Fig. 1: run 1, close-up of the layout
Region (36, 92) to (76, 132) um. Cells in gray, sequential cells in the stronger gray; small squares are vias.
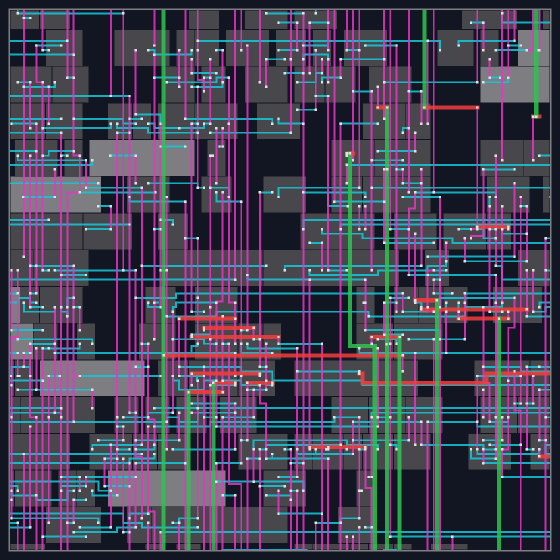
Fig. 2: run 1, pin map
Drawn at 3 px/um. Pins as bars across the die edge, other pins in gray.
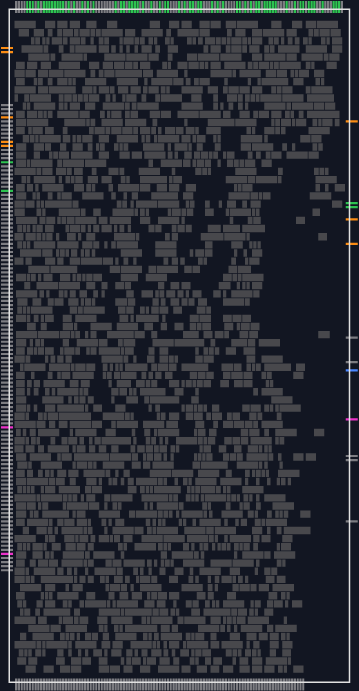
Fig. 3: run 1, routed metal, one color a layer
Drawn at 2 px/um. Only two layers are drawn.
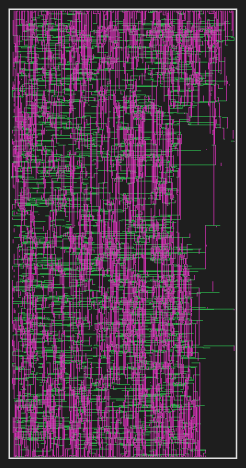
`src/rtl/wshb_seq_pkg.sv`:
```
// Shared types for the Wishbone master sequencer: command opcodes, FSM states
// and the response record.
package wshb_seq_pkg;

    localparam int ADDR_W_DEF = 32;
    localparam int DATA_W_DEF = 64;

    typedef enum logic [2:0] {
        OP_WRITE       = 3'd0,
        OP_READ        = 3'd1,
        OP_IDLE        = 3'd2,
        OP_CFG_DELAY   = 3'd3,
        OP_CFG_TIMEOUT = 3'd4
    } op_t;

    typedef enum logic [2:0] {
        S_IDLE = 3'd0,
        S_BUS  = 3'd1,
        S_WAIT = 3'd2,
        S_RESP = 3'd3,
        S_GAP  = 3'd4
    } state_t;

    typedef struct packed {
        logic [DATA_W_DEF-1:0] data;
        logic                  err;
        logic                  timeout;
    } rsp_t;

endpackage

```
`src/rtl/wshb_cycle_counter.sv`:
```
// Saturating up-counter with clear/enable; tc_o flags the cycle whose increment
// reaches target_i, so a state left on tc_o lasts exactly target_i cycles.
module wshb_cycle_counter #(
    parameter int TMO_W = 16
) (
    input  logic             clk,
    input  logic             rst,
    input  logic             clr_i,
    input  logic             en_i,
    input  logic [TMO_W-1:0] target_i,
    output logic             tc_o
);

    logic [TMO_W-1:0] cnt_q, cnt_d, cnt_inc;

    // A target of 0 can never match because the increment is at least 1.
    assign cnt_inc = (&cnt_q) ? cnt_q : cnt_q + {{(TMO_W-1){1'b0}}, 1'b1};
    assign tc_o    = en_i && (cnt_inc == target_i);

    always_comb begin
        cnt_d = cnt_q;
        if (clr_i) begin
            cnt_d = '0;
        end else if (en_i) begin
            cnt_d = cnt_inc;
        end
    end

    always_ff @(posedge clk) begin
        if (rst) begin
            cnt_q <= '0;
        end else begin
            cnt_q <= cnt_d;
        end
    end

endmodule

```
`src/rtl/wshb_master_seq.sv`:
```
// Wishbone classic master sequencer: one command in, one bus cycle, timed wait or
// config update performed, one response out, with an enforced inter-command gap.
//
// state  | meaning
// S_IDLE | cmd_ready high, waiting for a command
// S_BUS  | cyc/stb asserted, waiting for ack/err or timeout
// S_WAIT | IDLE command counting down its wait
// S_RESP | response presented until rsp_ready
// S_GAP  | enforced quiet period of delay_cfg cycles
module wshb_master_seq
    import wshb_seq_pkg::*;
#(
    parameter int ADDR_W      = ADDR_W_DEF,
    parameter int DATA_W      = DATA_W_DEF,
    parameter int SEL_W       = DATA_W / 8,
    parameter int TMO_W       = 16,
    parameter int DEF_TIMEOUT = 256
) (
    input  logic              clk,
    input  logic              rst,
    input  logic              cmd_valid,
    output logic              cmd_ready,
    input  logic [2:0]        cmd_op,
    input  logic [ADDR_W-1:0] cmd_addr,
    input  logic [SEL_W-1:0]  cmd_sel,
    input  logic [DATA_W-1:0] cmd_data,
    output logic              rsp_valid,
    input  logic              rsp_ready,
    output logic [DATA_W-1:0] rsp_data,
    output logic              rsp_err,
    output logic              rsp_timeout,
    output logic              wb_cyc,
    output logic              wb_stb,
    output logic              wb_we,
    output logic [ADDR_W-1:0] wb_adr,
    output logic [SEL_W-1:0]  wb_sel,
    output logic [DATA_W-1:0] wb_dat_o,
    input  logic [DATA_W-1:0] wb_dat_i,
    input  logic              wb_ack,
    input  logic              wb_err,
    output logic              busy
);

    state_t            state_q, state_d;
    logic [2:0]        op_q, op_d;
    logic [ADDR_W-1:0] adr_q, adr_d;
    logic [SEL_W-1:0]  sel_q, sel_d;
    logic [DATA_W-1:0] dat_q, dat_d;
    logic [TMO_W-1:0]  delay_q, delay_d;
    logic [TMO_W-1:0]  tmo_q, tmo_d;
    rsp_t              rsp_q, rsp_d;

    logic              cnt_clr, cnt_en, cnt_tc;
    logic [TMO_W-1:0]  cnt_tgt;
    logic [DATA_W-1:0] rd_mask;
    logic              in_bus;

    always_comb begin
        rd_mask = '0;
        for (int k = 0; k < SEL_W; k++) begin
            rd_mask[8*k +: 8] = {8{sel_q[k]}};
        end
    end

    // Timeout, idle wait and gap are never active together, so one counter serves all.
    wshb_cycle_counter #(.TMO_W(TMO_W)) u_cnt (
        .clk      (clk),
        .rst      (rst),
        .clr_i    (cnt_clr),
        .en_i     (cnt_en),
        .target_i (cnt_tgt),
        .tc_o     (cnt_tc)
    );

    always_comb begin
        state_d = state_q;
        op_d    = op_q;
        adr_d   = adr_q;
        sel_d   = sel_q;
        dat_d   = dat_q;
        delay_d = delay_q;
        tmo_d   = tmo_q;
        rsp_d   = rsp_q;
        cnt_clr = 1'b0;
        cnt_en  = 1'b0;
        cnt_tgt = tmo_q;

        unique case (state_q)
            S_IDLE: begin
                cnt_clr = 1'b1;
                if (cmd_valid) begin
                    op_d  = cmd_op;
                    adr_d = cmd_addr;
                    sel_d = cmd_sel;
                    dat_d = cmd_data;
                    rsp_d = '0;
                    case (cmd_op)
                        OP_WRITE, OP_READ: state_d = S_BUS;
                        OP_IDLE: state_d = (cmd_data[TMO_W-1:0] == '0) ? S_RESP : S_WAIT;
                        OP_CFG_DELAY: begin
                            delay_d = cmd_data[TMO_W-1:0];
                            state_d = S_RESP;
                        end
                        OP_CFG_TIMEOUT: begin
                            tmo_d   = cmd_data[TMO_W-1:0];
                            state_d = S_RESP;
                        end
                        default: begin
                            rsp_d.err = 1'b1;
                            state_d   = S_RESP;
                        end
                    endcase
                end
            end
            S_BUS: begin
                cnt_en  = 1'b1;
                cnt_tgt = tmo_q;
                // err beats ack, and either beats a timeout landing on the same cycle
                if (wb_err) begin
                    rsp_d.err = 1'b1;
                    state_d   = S_RESP;
                end else if (wb_ack) begin
                    if (op_q == OP_READ) begin
                        rsp_d.data = wb_dat_i & rd_mask;
                    end
                    state_d = S_RESP;
                end else if (cnt_tc) begin
                    rsp_d.timeout = 1'b1;
                    state_d       = S_RESP;
                end
            end
            S_WAIT: begin
                cnt_en  = 1'b1;
                cnt_tgt = dat_q[TMO_W-1:0];
                if (cnt_tc) begin
                    state_d = S_RESP;
                end
            end
            S_RESP: begin
                cnt_clr = 1'b1;
                if (rsp_ready) begin
                    state_d = (delay_q != '0) ? S_GAP : S_IDLE;
                end
            end
            S_GAP: begin
                cnt_en  = 1'b1;
                cnt_tgt = delay_q;
                if (cnt_tc) begin
                    state_d = S_IDLE;
                end
            end
            default: state_d = S_IDLE;
        endcase
    end

    always_ff @(posedge clk) begin
        if (rst) begin
            state_q <= S_IDLE;
            op_q    <= '0;
            adr_q   <= '0;
            sel_q   <= '0;
            dat_q   <= '0;
            delay_q <= '0;
            tmo_q   <= TMO_W'(DEF_TIMEOUT);
            rsp_q   <= '0;
        end else begin
            state_q <= state_d;
            op_q    <= op_d;
            adr_q   <= adr_d;
            sel_q   <= sel_d;
            dat_q   <= dat_d;
            delay_q <= delay_d;
            tmo_q   <= tmo_d;
            rsp_q   <= rsp_d;
        end
    end

    assign in_bus      = (state_q == S_BUS);
    assign cmd_ready   = (state_q == S_IDLE);
    assign busy        = (state_q != S_IDLE);
    assign rsp_valid   = (state_q == S_RESP);
    assign rsp_data    = rsp_q.data;
    assign rsp_err     = rsp_q.err;
    assign rsp_timeout = rsp_q.timeout;

    assign wb_cyc   = in_bus;
    assign wb_stb   = in_bus;
    assign wb_we    = in_bus && (op_q == OP_WRITE);
    assign wb_adr   = in_bus ? adr_q : '0;
    assign wb_sel   = in_bus ? sel_q : '0;
    assign wb_dat_o = in_bus ? dat_q : '0;

endmodule
```
`config.mk`:
```
export PLATFORM = sky130hd
export DESIGN_NAME = wshb_master_seq
export DESIGN_NICKNAME = d
export VERILOG_FILES = /design/src/rtl/wshb_seq_pkg.sv /design/src/rtl/wshb_cycle_counter.sv /design/src/rtl/wshb_master_seq.sv
export SDC_FILE = /design/constraint.sdc
export NUM_CORES = 1
export LEC_CHECK = 0
export ABC_AREA = 0
export CORE_ASPECT_RATIO = 2
export CORE_MARGIN = 1
export CORE_UTILIZATION = 41
export DETAILED_ROUTE_END_ITERATION = 10
export PLACE_DENSITY = 0.77
export SYNTH_ARGS = -nofsm -noshare
export SYNTH_HDL_FRONTEND = slang
export SYNTH_SLANG_ARGS = --single-unit
```
`constraint.sdc`:
```
create_clock -name clk -period 2.74 [get_ports clk]
set_input_delay 0.548 -clock clk [delete_from_list [all_inputs] [get_ports clk]]
set_output_delay 0.548 -clock clk [all_outputs]
set_load 0.02 [all_outputs]
```
==> run notes, run 1 <==
Status of the implementation.

- The run finished with clean final reports.
- The leakage power in the latest report is 6.01 nW.
- The stat command in Yosys gives a chip area of 10100 um^2.
- The number of library cell types mapped by synthesis is 64, for reference.
- The count of antenna-violating nets left after detailed routing is 0, for reference.
- The setup slack of the critical path after layout is 72.3 ps, for reference.
- The largest net degree at the start of global routing is 97, for reference.
- The worst register-to-register path depth is 8.
- The via count of the first global-routing pass was 10600.
- The first global-routing pass estimated 57700 um of wire.
- The number of buffers on the longest clock path is 3, for reference.
- The endpoint of the lowest-slack register-to-register path is state_q[1], for reference.
- The tool warning count for the run is 27.
- The count of unresolved DRC violations after routing is 0, for reference.
- Among all cell types in the netlist, the one instantiated most often is sky130_fd_sc_hd__nand2_1.
- Post-CTS repair ended up resizing 115 cells.
- The clock slew at the register clock pins of the worst setup and hold paths is 60 ps, for reference.
- Yosys reports that the most numerous cell types are 365 x sky130_fd_sc_hd__nand2_1, 224 x sky130_fd_sc_hd__a21oi_1, 224 x sky130_fd_sc_hd__dfxtp_1.
- The most used flip-flop cell after synthesis is sky130_fd_sc_hd__dfxtp_1, for reference.
- The dominant kind of combinational cell is simple AND/OR/NAND/NOR gates, for reference.
- Hold is met by 447 ps.
- The class of the most critical hold timing path is flop to flop, for reference.
- The number of antenna violations at the first check in global routing was 1.
- The highest net fanout along the worst path is 42, for reference.
- The data required time at the worst endpoint is 2190 ps, for reference.
- After floorplanning, the die was sized to cover 25300 um^2.
- The worst setup skew after layout is 11.7 ps, for reference.
- Summed over all layers, the global routing overflow is 0.
- The endpoint of the worst hold path is reported as rsp_data[1].
- The placed cell count is 1904, for reference.
- The slew of the pin with the lowest slew margin is 906 ps, for reference.
- Max-slew check failures listed in the final report amount to 0.
- The worst setup path is launched from a flop.
- For this run, the post-layout net count is 1821.
- Per the power-grid run, VDD falls by no more than 512 uV.
- Of the total synthesized cell area, the portion taken by XOR and XNOR cells is 0.0234.
- For this run, the slowest stage of the critical path takes 430 ps.
- The reg2reg setup slack is 120 ps, for reference.
- The warning count from the yosys run is 0, for reference.
- The overall power of the completed layout is 8.57 mW, for reference.
- The mapped netlist covers 10100 um^2.
- The clock sink count is 224, for reference.
- The multi-input combinational cells in the finished layout cover a total of 5120 um^2.
- The critical path endpoint category is an output port, for reference.
- The total area inside the core boundary comes to 24000 um^2.
- Per the synth log, the flip-flop and latch total comes to 224.
- The number of vias per cell after detailed routing is 5.55, for reference.
- For this run, the register share of the synthesized area comes to 0.445.
- The area fraction of the largest cell type after synthesis is 0.445.
- Looking at the critical path, the single cell with the biggest stage delay is sky130_fd_sc_hd__dfxtp_4.
- The fraction of synthesis flops using an asynchronous set or reset pin is 0, for reference.
- In this run the count of I/O pins placed on the die edge is 353.
- The clock tree from TritonCTS is done, for reference.
- The launch instance of the worst min-delay path is rsp_data[1], for reference.
- For reference, the top cells by area after synthesis are sky130_fd_sc_hd__dfxtp_1 44%, sky130_fd_sc_hd__nand2_1 14%, sky130_fd_sc_hd__a21oi_1 11%.
- Summing all placed instances gives a cell area of 14000 um^2.
- Per the summary, power density relative to cell area is 585 nW/um^2.
- The DRC marker count from the first detailed-route iteration is 517, for reference.
- After clock tree synthesis, the flow added hold-fix buffers numbering 0.
- Dividing the synthesized area by the synthesized cell count gives 7.58 um^2.
- The critical path in this run is classified as flop to output port.
- The cell-mix breakdown from Yosys lists the compound-gate area share as 0.166.
- The report lists the cells along the critical path as buf_4 -> bufbuf_16 -> and3_1 -> dlygate4sd2_1.
- Hold-check failures listed in the final report amount to 0.
- Counting flops with a built-in enable in the synthesized netlist gives 0.
- Max-cap violations in this run came to 0.
- The number of buffers inserted during clock tree synthesis is 21, for reference.
- The setup slack after placement is 67.5 ps, for reference.
- The routability-driven placement congestion ratio is 0.925, for reference.
- The routed layout has 10800 vias.
- The tree is rooted in a sky130_fd_sc_hd__clkbuf_16.
- For the final routed database, the setup TNS stands at 0 ps.
- The clock latency on the worst-skew pair is 510 ps, for reference.
- The basic-gate share of the synthesized area counting and, or, nand and nor cells is 0.295, for reference.
- The number of cells in the yosys synthesis report is 1330, for reference.
- Looking at the clock tree report, the H-tree level count equals 1.
- After routing the design area is 14700 um^2.
- The worst hold path was traced through 2 stages.
- The worst-case max-slew headroom was logged as 0.396.
- According to the report, the first pass of detailed routing completed in 7 iterations.
- In the finished design, the share of the clock period the worst path needs comes to 0.974.
- The fill cell total of the finished layout is 2186, for reference.
- The post-synthesis net count is 1508, for reference.
- On the critical path the largest part of the delay comes from buffers and inverters.
- The critical register-to-register path startpoint is u_cnt.cnt_q[15], for reference.
- According to the floorplan log, the row count is 80.
- The minimum period implied by the final worst setup slack is 2670 ps, for reference.
- The mux share of post-synthesis cell area is 0.0184, for reference.
About Fig. 1:
Key: green = met4; cyan = met1; red = met3; magenta = met2
Most frequent: buf_4 (13), nor2_1 (11), xnor2_1 (9). Netlist names of flops here include `state_q` (3). Sequential cells in the window: 5. 118 logic cells have their middle in the window.

About Fig. 2:
Key: magenta = `cmd_op` [pins 3, direction input, edge 2 left, 1 right]; orange = `wb_sel` [pins 8, direction output, edge 5 left, 3 right]; blue = `rsp_ready` [pins 1, direction input, edge right]; green = `rsp_data` [pins 64, direction output, edge 60 top, 2 left, 2 right]
Chip Height: 224 um
number of port buffers: 352
width of the chip: 113 um

About Fig. 3:
Key: magenta = met2 [wire length 19500 um]; green = met1 [wire length 13100 um]
average detailed-routed wire length per instance: 19.2 um
wire length after detailed routing: 37400 um
global-route total usage across every layer: 0.291

run 1: final cells by class:
| class | count | share of cell area |
|---|---|---|
| tap | 287 | 0.0245 |
| timing repair buffer | 406 | 0.267 |
| multi-input combinational | 982 | 0.350 |
| inverter | 8 | 0.00205 |
| clock inverter | 7 | 0.00922 |
| antenna | 1 | 0.000171 |
| clock buffer | 29 | 0.0406 |
| sequential | 224 | 0.306 |
run 1: cell usage in the layout (no fill, tap or decap), types with 3 or more instances in the layout:
master,synthesis,routed
sky130_fd_sc_hd__or3_1,3,3
sky130_fd_sc_hd__nand2b_1,3,3
sky130_fd_sc_hd__nor2b_1,3,3
sky130_fd_sc_hd__dlygate4sd2_1,0,106
sky130_fd_sc_hd__clkbuf_16,0,21
sky130_fd_sc_hd__o211ai_1,3,3
sky130_fd_sc_hd__a211oi_1,4,4
sky130_fd_sc_hd__nand2_1,365,364
sky130_fd_sc_hd__nor2_1,46,43
sky130_fd_sc_hd__clkdlybuf4s50_1,0,241
sky130_fd_sc_hd__buf_4,2,45
sky130_fd_sc_hd__dfxtp_1,224,221
sky130_fd_sc_hd__or2_2,4,4
sky130_fd_sc_hd__nor3_1,8,8
sky130_fd_sc_hd__xnor2_1,17,17
sky130_fd_sc_hd__clkbuf_1,92,4
sky130_fd_sc_hd__bufinv_16,0,4
sky130_fd_sc_hd__xor2_1,10,10
sky130_fd_sc_hd__a221oi_1,6,6
sky130_fd_sc_hd__o21ai_0,7,7
sky130_fd_sc_hd__and3_1,110,108
sky130_fd_sc_hd__clkinv_2,0,3
sky130_fd_sc_hd__a22oi_1,14,14
sky130_fd_sc_hd__mux2i_1,14,14
sky130_fd_sc_hd__clkbuf_8,2,4
sky130_fd_sc_hd__nor4_1,8,8
sky130_fd_sc_hd__buf_12,0,6
sky130_fd_sc_hd__a21oi_1,224,224
sky130_fd_sc_hd__o32a_1,3,3
sky130_fd_sc_hd__nand3_1,76,76
sky130_fd_sc_hd__inv_1,8,8
sky130_fd_sc_hd__o32ai_1,3,3
sky130_fd_sc_hd__mux2_2,4,4
sky130_fd_sc_hd__clkbuf_2,0,4
sky130_fd_sc_hd__nand4_1,7,7
run 1: sequential cells by signal, indices dropped and copies added (netlist names):
register,count
adr_q,32
u_cnt.cnt_q,16
op_q,3
rsp_err,1
dat_q,64
sel_q,8
delay_q,16
tmo_q,16
state_q,3
rsp_data,64
rsp_timeout,1
run 1: metal layers:
| layer | track usage | share of wire | vias up |
|---|---|---|---|
| met2 | 0.523 | 0.52 | 381 |
| met1 | 0.304 | 0.35 | 5114 |
| met5 | 0 | 0 | - |
| met4 | 0.192 | 0.070 | 0 |
| met3 | 0.0568 | 0.057 | 125 |
| li1 | - | - | 5168 |
run 1: where the power goes:
part           switching (mW)  total, mW  leakage [nW]  internal, mW
combinational            1.10       1.85          3.82         0.752
clock                    1.28       3.17         0.361          1.89
sequential              0.123       3.55          1.82          3.43
total                    2.49       8.57          6.01          6.08
run 1: worst max-delay path by stage:
stage	to	depth (start not counted)
floorplan	state_q[1]	9
global placement	wb_we	5
detailed placement	state_q[1]	9
CTS	wb_we	5
global route	state_q[1]	9
finish	wb_dat_o[29]	4
Fig. 4: run 1, placed standard cells
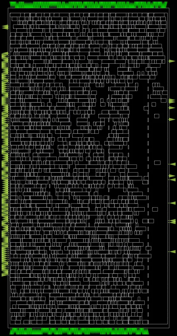

==> run 1 -> run 2 <==
RECOVER_POWER = 25   (was not set)
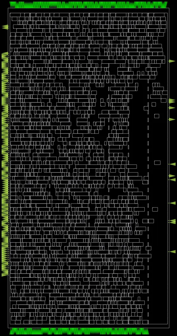
Fig. 5. Placed standard cells (run 2).
final core area utilization: 0.609
fraction of standard cell area that is sequential: 0.307
fin cells: 1944
Filler Cells Inserted: 2193
row count: 80

==> run notes, run 2 <==
Status of the implementation.

- Result of the run: finished, final reports clean (unchanged).
- The number of antenna violations at the first check in global routing was 1 (unchanged).
- The post-synthesis instance area was 10100 um^2 (unchanged).
- The proportion of power drawn by the clock network is 0.371 (was 0.370), for reference.
- The switching power as a share of total power is 0.291 (about the same), for reference.
- The count of unresolved DRC violations after routing is 0 (unchanged), for reference.
- The max-capacitance violation count is 0 (unchanged), for reference.
- The internal cell power is 6.06 mW (was 6.08 mW), for reference.
- The clock tree from TritonCTS was done (unchanged).
- The max-slew violation count is 0 (unchanged), for reference.
- The total of buffers placed on input and output ports came to 352 (unchanged).
- The global-route wire length before repair is 57700 um (unchanged).
- The average wire length per cell after detail routing is 19.2 um (about the same), for reference.
- The tightest slew margin relative to the limit is 0.315 (was 0.396), for reference.
- The clock slew at the register clock pins of the worst setup and hold paths is 70 ps (was 60 ps).
- The critical register-to-register path startpoint was u_cnt.cnt_q[0] (was u_cnt.cnt_q[15]).
- The worst hold path endpoint is rsp_data[1] (unchanged), for reference.
- The largest net degree at the start of global routing is 97 (unchanged).
- The total wirelength of the detailed-routed design was 37300 um (was 37400 um).
- The net switching power figure is 2.49 mW (about the same).
- Top cells by area: sky130_fd_sc_hd__dfxtp_1 44%, sky130_fd_sc_hd__nand2_1 14%, sky130_fd_sc_hd__a21oi_1 11% (unchanged).
- The register bit total from synthesis is 224 (unchanged), for reference.
- The fraction of synthesis flops using an asynchronous set or reset pin is 0 (unchanged), for reference.
- The total number of nets in the final design is 1821 (unchanged), for reference.
- The core outline area is 24000 um^2 (unchanged), for reference.
- The via count is 10800 (about the same), for reference.
- The DRC marker count from the first detailed-route iteration is 492 (was 517), for reference.
- The critical path endpoint category was an output port (unchanged).
- The data required time at the worst endpoint is 2190 ps (about the same).
- The endpoint of the lowest-slack register-to-register path is state_q[1] (unchanged), for reference.
- The hold violation total from the final report is 0 (unchanged), for reference.
- The average instance area after synthesis is 7.58 um^2 (unchanged), for reference.
- The reg2reg setup slack is 130 ps (was 120 ps).
- The post-synthesis net count is 1508 (unchanged), for reference.
- The proportion of power drawn by combinational gates is 0.214 (was 0.216), for reference.
- The kind of start point of the critical path is a flop (unchanged).
- The number of buffers on the longest clock path came to 3 (unchanged).
- The cell depth of the worst min-delay path was 2 (unchanged).
- The library cell with the highest instance count after synthesis is sky130_fd_sc_hd__nand2_1 (unchanged).
- The final cycle utilization of the critical path is 0.975 (was 0.974), for reference.
- The overflow left after global routing is 0 (unchanged).
- The chip area from the yosys synthesis statistics is 10100 um^2 (unchanged), for reference.
- The summed area of non-filler cells in the final layout is 14600 um^2 (was 14700 um^2), for reference.
- Top library cells by usage in the layout, fill and taps aside: 365 x sky130_fd_sc_hd__nand2_1, 224 x sky130_fd_sc_hd__a21oi_1, 221 x sky130_fd_sc_hd__dfxtp_1 (was 364 x sky130_fd_sc_hd__nand2_1, 241 x sky130_fd_sc_hd__clkdlybuf4s50_1, 224 x sky130_fd_sc_hd__a21oi_1).
- The sum of negative setup slack was 0 ps (unchanged).
- The most used flip-flop cell after synthesis is sky130_fd_sc_hd__dfxtp_1 (unchanged).
- The highest net fanout along the worst path is 42 (unchanged).
- The warning count from the yosys run is 0 (unchanged), for reference.
- The global-route usage over all layers is 0.291 (unchanged), for reference.
- Commonest cells post-synth: 365 x sky130_fd_sc_hd__nand2_1, 224 x sky130_fd_sc_hd__a21oi_1, 224 x sky130_fd_sc_hd__dfxtp_1 (unchanged).
- The overall power of the completed layout is 8.55 mW (was 8.57 mW).
- The most frequently placed logic cell in the final layout is sky130_fd_sc_hd__nand2_1 (unchanged).
- The root cell of the clock tree is sky130_fd_sc_hd__clkbuf_16 (unchanged).
- The static leakage is 6.23 nW (was 6.01 nW), for reference.
- The clock sink count came to 224 (unchanged).
- The class of the most critical hold timing path is flop to flop (unchanged), for reference.
- The worst setup skew after layout is 11.9 ps (was 11.7 ps), for reference.
- The worst-case vdd ir drop was 512 uV (about the same).
- The routability-driven placement congestion ratio is 0.925 (unchanged).
- The clock latency on the worst-skew pair is 510 ps (about the same), for reference.
- The top-level I/O count came to 353 (unchanged).
- The vertical die dimension is 224 um (unchanged), for reference.
- The number of cells in the yosys synthesis report was 1330 (unchanged).
- The areal power density over the cells came to 585 nW/um^2 (about the same).
- The number of buffers inserted for hold repair after clock tree synthesis came to 0 (unchanged).
- The number of detailed-route iterations in the first pass came to 6 (was 7).
- The share of the synthesized area in the top cell type is 0.445 (unchanged).
- The via count of the first global-routing pass was 10600 (unchanged).
- The area of placed instances is 14000 um^2 (unchanged).
- The fraction of power consumed by sequential logic is 0.415 (about the same), for reference.
- The sequential fraction of the synthesis area is 0.445 (unchanged).
- The number of library cell types mapped by synthesis is 64 (unchanged), for reference.
- The count of warning messages emitted by the tools is 27 (unchanged), for reference.
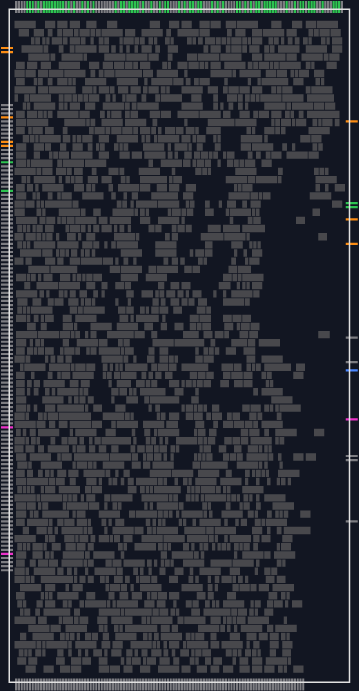
Fig. 6. Pin map (run 2).
Drawn at 3 px/um. Pins as bars across the die edge, other pins in gray.
Key: blue = `rsp_ready` [pins 1, direction input, edge right]; green = `rsp_data` [pins 64, direction output, edge 60 top, 2 left, 2 right]; orange = `wb_sel` [pins 8, direction output, edge 5 left, 3 right]; magenta = `cmd_op` [pins 3, direction input, edge 2 left, 1 right]
All pins by edge: 119 top, 117 left, 105 bottom, 12 right.

[run 2: per-layer routing]
| metal | track usage | wire length (um) | vias to the layer above |
|---|---|---|---|
| li1 | - | - | 5169 |
| met1 | 0.304 | 13000 | 5084 |
| met2 | 0.523 | 19500 | 378 |
| met3 | 0.0568 | 2250 | 122 |
| met4 | 0.192 | 2540 | 0 |
| met5 | 0 | 0 | - |
[run 2: worst max path at each step]
stage                        end  slack (ps)           start
floorplan             state_q[1]         150  u_cnt.cnt_q[0]
global placement           wb_we         120      state_q[0]
detailed placement    state_q[1]          70  u_cnt.cnt_q[0]
CTS                        wb_we           4      state_q[0]
global route          state_q[1]         -20  u_cnt.cnt_q[0]
finish              wb_dat_o[29]          70      state_q[0]
[run 2: cell families after synthesis]
group                    after synthesis  synth area share
multiplexers                          18            0.0184
buffers and inverters                124            0.0517
flip-flops                           224             0.445
adder cells (fa/ha/maj)                1           0.00124
AND-OR/OR-AND                        289             0.166
AND/OR/NAND/NOR                      647             0.295
XOR/XNOR                              27            0.0234
[run 2: what timing repair did]
item / 4_1_cts / 5_1_grt
cloned: 2 / 0
resized: 115 / 12
endpoints found under the hold margin: 0 / 0
setup buffers: 1 / 0
pin swaps: 0 / 1
setup endpoints to repair: 110 / 62
[run 2: area by class of cell]
type | count | area, um^2 | share of cell area
tap | 287 | 359 | 0.0245
clock inverter | 7 | 135 | 0.00923
inverter | 8 | 30.0 | 0.00205
clock buffer | 29 | 596 | 0.0407
multi-input combinational | 982 | 5110 | 0.349
sequential | 224 | 4490 | 0.307
timing repair buffer | 406 | 3910 | 0.267
antenna | 1 | 2.50 | 0.000171
[run 2: critical path, stage by stage (launching register included)]
cell	delay, ps
sky130_fd_sc_hd__dfxtp_4	430
sky130_fd_sc_hd__buf_4	230
sky130_fd_sc_hd__bufbuf_16	370
sky130_fd_sc_hd__and3_1	170
sky130_fd_sc_hd__dlygate4sd2_1	410
[run 2: power by group through the flow]
stage	sequential [mW]	combinational [mW]	clock, mW
final	3.55	1.83	3.17
after global routing	3.57	1.98	3.34
after CTS	3.55	1.84	3.21
after detailed placement	3.62	1.81	0
after global placement	3.62	1.80	0
after floorplan	3.58	1.03	0
[run 2: per-stage QoR]
stage	hold slack (ps)	worst slack [ps]	std cells
floorplan	432	146	1330
global placement	437	122	1904
detailed placement	442	67.5	1904
CTS	451	4.21	1943
global route	463	-16.6	1944
finish	443	68.4	1944
Power and IR drop assume default switching activity.
